**Power grid**

Drawn at 3 px/um. Pins as bars on the die edge. Tap cells in gray.
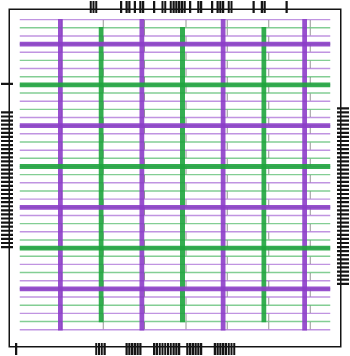
**M3 wires**

Drawn at 2 px/um. Cells faint in the background.
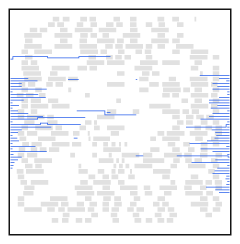
**Clock routing**

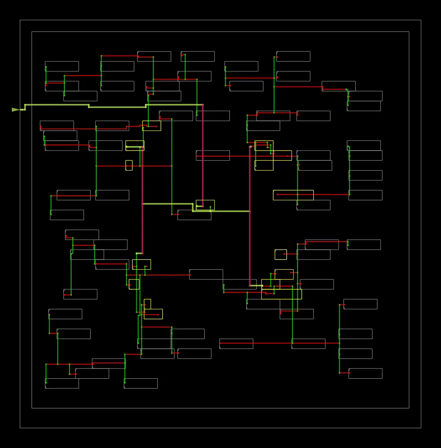
**Wiring by layer**

Drawn at 3 px/um.
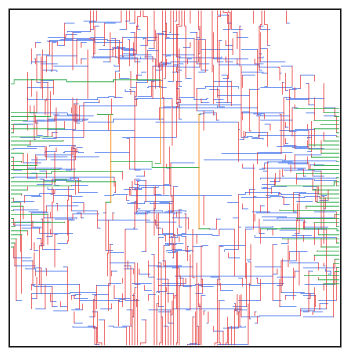
==> src/rtl/mem_arbiter.sv <==
// Memory bus arbiter for the pcpu core: shares one external bus between instruction fetch and the data port.
// Optional bus watchdog compiled in with `define MEM_ARB_TIMEOUT_EN.
module mem_arbiter #(
    parameter int DATA_W  = 16,
    parameter int ADDR_W  = 16,
    parameter int TIMEOUT = 255
) (
    input  logic              clk,
    input  logic              rst_n,
    input  logic [ADDR_W-1:0] d_addr,
    input  logic [DATA_W-1:0] d_wdata,
    input  logic              d_read,
    input  logic              d_write,
    input  logic              d_read_done,
    output logic [DATA_W-1:0] d_rdata,
    output logic              mem_busy,
    output logic              mem_ready,
    input  logic              f_req,
    input  logic [ADDR_W-1:0] f_addr,
    output logic [DATA_W-1:0] f_rdata,
    output logic              f_ack,
    output logic [ADDR_W-1:0] bus_addr,
    output logic [DATA_W-1:0] bus_wdata,
    output logic              bus_req,
    output logic              bus_we,
    input  logic [DATA_W-1:0] bus_rdata,
    input  logic              bus_ack,
    input  logic              err_clr,
    output logic              bus_err,
    output logic [2:0]        dbg_state
);

    // Handshakes: a data or fetch request is accepted only at an edge where the
    // arbiter is IDLE; mem_busy=1 tells the core to retry. A bus cycle is
    // bus_req=1 held with stable address/data until bus_ack is sampled high.

    typedef enum logic [2:0] {
        IDLE   = 3'd0,
        FETCH  = 3'd1,
        DREAD  = 3'd2,
        DWRITE = 3'd3,
        DHOLD  = 3'd4
    } state_t;

    state_t state_q, state_d;
    logic   accept;
    logic   abort;
    logic   complete;
    logic [DATA_W-1:0] rd_word;

`ifdef MEM_ARB_TIMEOUT_EN
    localparam int CNT_W = ($clog2(TIMEOUT + 1) > 8) ? $clog2(TIMEOUT + 1) : 8;

    logic [CNT_W-1:0] wd_cnt;
    logic             err_q;

    // Abort fires on the TIMEOUT-th bus_req cycle that sees no acknowledge.
    assign abort = bus_req && !bus_ack && (wd_cnt == CNT_W'(TIMEOUT - 1));

    always_ff @(posedge clk or negedge rst_n) begin
        if (!rst_n) begin
            wd_cnt <= '0;
        end else if (accept) begin
            wd_cnt <= '0;
        end else if (bus_req && !bus_ack && !abort) begin
            wd_cnt <= wd_cnt + 1'b1;
        end
    end

    always_ff @(posedge clk or negedge rst_n) begin
        if (!rst_n) begin
            err_q <= 1'b0;
        end else if (abort) begin
            err_q <= 1'b1;
        end else if (err_clr) begin
            err_q <= 1'b0;
        end
    end

    assign bus_err = err_q;
`else
    logic unused_cfg;

    assign abort      = 1'b0;
    assign bus_err    = 1'b0;
    assign unused_cfg = err_clr ^ (TIMEOUT > 0);
`endif

    assign complete = bus_ack || abort;
    assign rd_word  = abort ? {DATA_W{1'b1}} : bus_rdata;

    always_ff @(posedge clk or negedge rst_n) begin
        if (!rst_n) begin
            state_q <= IDLE;
        end else begin
            state_q <= state_d;
        end
    end

    always_comb begin
        state_d = state_q;
        accept  = 1'b0;
        case (state_q)
            IDLE: begin
                // A simultaneous read and write keeps the write and drops the read.
                if (d_write) begin
                    state_d = DWRITE;
                    accept  = 1'b1;
                end else if (d_read) begin
                    state_d = DREAD;
                    accept  = 1'b1;
                end else if (f_req) begin
                    state_d = FETCH;
                    accept  = 1'b1;
                end
            end
            FETCH:   if (complete) state_d = IDLE;
            DREAD:   if (complete) state_d = DHOLD;
            DWRITE:  if (complete) state_d = IDLE;
            DHOLD:   if (d_read_done) state_d = IDLE;
            default: state_d = IDLE;
        endcase
    end

    // Bus strobes decode state only, so reset drops bus_req asynchronously.
    assign bus_req   = (state_q == FETCH) || (state_q == DREAD) || (state_q == DWRITE);
    assign bus_we    = (state_q == DWRITE);
    assign mem_busy  = bus_req;
    assign mem_ready = (state_q == DHOLD);
    assign dbg_state = state_q;

    always_ff @(posedge clk or negedge rst_n) begin
        if (!rst_n) begin
            bus_addr  <= '0;
            bus_wdata <= '0;
            d_rdata   <= '0;
            f_rdata   <= '0;
            f_ack     <= 1'b0;
        end else begin
            f_ack <= 1'b0;
            if (accept) begin
                bus_addr <= (d_write || d_read) ? d_addr : f_addr;
                if (d_write) begin
                    bus_wdata <= d_wdata;
                end
            end
            if (state_q == FETCH && complete) begin
                f_rdata <= rd_word;
                f_ack   <= 1'b1;
            end
            if (state_q == DREAD && complete) begin
                d_rdata <= rd_word;
            end
        end
    end

endmodule
==> config.mk <==
export PLATFORM = sky130hd
export DESIGN_NAME = mem_arbiter
export DESIGN_NICKNAME = d
export VERILOG_FILES = /design/src/rtl/mem_arbiter.sv
export SDC_FILE = /design/constraint.sdc
export NUM_CORES = 1
export LEC_CHECK = 0
export CELL_PAD_IN_SITES_DETAIL_PLACEMENT = 1
export CELL_PAD_IN_SITES_GLOBAL_PLACEMENT = 2
export CORE_AREA = 3 3 107 109
export CTS_BUF_LIST = sky130_fd_sc_hd__clkbuf_8
export DETAILED_ROUTE_END_ITERATION = 10
export DIE_AREA = 0 0 110 112
export PLACE_DENSITY = 0.84
export SLEW_MARGIN = 30
export SYNTH_ARGS = -nofsm -noshare
export SYNTH_HDL_FRONTEND = slang
export SYNTH_SLANG_ARGS = --single-unit
==> constraint.sdc <==
create_clock -name clk -period 4.75 [get_ports clk]
set_input_delay 0.7125 -clock clk [delete_from_list [all_inputs] [get_ports clk]]
set_output_delay 0.7125 -clock clk [all_outputs]
set_load 0.02 [all_outputs]
==> qor.txt <==
outcome -> completed
max-cap violation count -> 0
Clk. pwr -> 0.533 mW
Post-Synth Simple-Gate Area -> 0.0467
Comb power frac -> 0.514
Req. time, crit path -> 4040 ps
hold buffers post-CTS -> 0
Non-clk invs -> 0
die width -> 110 um
P per Cell Area -> 701 nW/um^2
initial drt markers -> 41
final tally of hold violations -> 0
Post-CTS Setup Inserts -> 0
CP Launch Point -> dbg_state[0]$_DFFE_PN0P_
clk ins delay skew pair -> 340 ps
FF-to-FF End -> f_rdata[2]$_DFFE_PN0P_
placed insts -> 456
Distinct cells, synth -> 25
fraction of layout cells with a size suffix above 1 -> 0.313
Sequential Power -> 1.06 mW
Antenna Nets Post-Route -> 0
Worst path slowest cell -> clkdlybuf4s50_1
RSZ-0062 raised after global routing -> no
final design utilization -> 0.436
startpoint types -> flop
ClkCell Share -> 0.0480
# Taps -> 140
Max VDD drop -> 0.280 mV
CP cell instances -> nor2_1 -> nor2_1 -> clkdlybuf4s50_1
FMAX -> 385 MHz
FILL cells -> 1101
ANT cells -> 0
Post-Synthesis Cells -> 182
IO Port Bufs -> 142
Worst-path clk slew -> 90 ps
Synthesis Warnings -> 0
hold crit path type -> in -> async
Pre-antenna DRT Iters -> 3
#MultiIn Comb -> 102
About 'power grid':
[purple] VSS
[green] VDD
met4 straps: 7
met1 rails: 39
tap cells: 140

About 'M3 wires':
longest straight run: 25.5 um
share of all routed wire: 9.6%

About 'clock routing':
flop count: 68
sinks on the clock net: 68
CLK BUF: 10

About 'wiring by layer':
[red] met2 | wire length: 3530 um
[orange] met4 | wire length: 95.2 um
[blue] met1 | wire length: 3000 um
[green] met3 | wire length: 700 um

synth_stat cells:
| cell type | count |
|---|---|
| dfrtp_1 | 68 |
| mux2_2 | 67 |
| mux2_4 | 10 |
| buf_6 | 6 |
| a21oi_1 | 3 |
| buf_4 | 3 |
| mux2_1 | 3 |
| nor2_1 | 3 |
| buf_2 | 2 |
| o21ai_0 | 2 |
| and2_1 | 1 |
| and4bb_2 | 1 |
| buf_8 | 1 |
| conb_1 | 1 |
| nand2_1 | 1 |
| nand2b_1 | 1 |
| nand3b_1 | 1 |
| nor2_2 | 1 |
| nor2b_1 | 1 |
| nor3_1 | 1 |
| nor4_4 | 1 |
| nor4b_4 | 1 |
| nor4bb_1 | 1 |
| or2b_1 | 1 |
| or3b_2 | 1 |
critical path: cells and delay by family, from the launching register on:
family | cells | cell delay (ps)
flip-flops | 1 | 620
buffers and inverters | 1 | 640
AND/OR/NAND/NOR | 2 | 300
cells by family (layout without fill, tap and decap cells):
| family | after synthesis | count (layout) |
|---|---|---|
| AND-OR/OR-AND | 5 | 5 |
| buffers and inverters | 12 | 162 |
| flip-flops | 68 | 68 |
| multiplexers | 80 | 80 |
| other | 1 | 1 |
| AND/OR/NAND/NOR | 16 | 16 |
worst max path at each step:
stage,end,cells after the start
finish,bus_req,3
CTS,bus_req,3
detailed placement,bus_addr[2]$_DFFE_PN0P_,4
floorplan,mem_busy,4
global placement,bus_addr[11]$_DFFE_PN0P_,4
global route,bus_req,3
per-layer routing:
layer | routed length [um] | up-vias | track usage
li1 | - | 931 | -
met1 | 3000 | 1035 | 0.144
met2 | 3530 | 85 | 0.196
met3 | 700 | 8 | 0.0446
met4 | 95 | 0 | 0.0424
met5 | 0 | - | 0
No activity file was given, so power comes from the tool's default toggle rates.
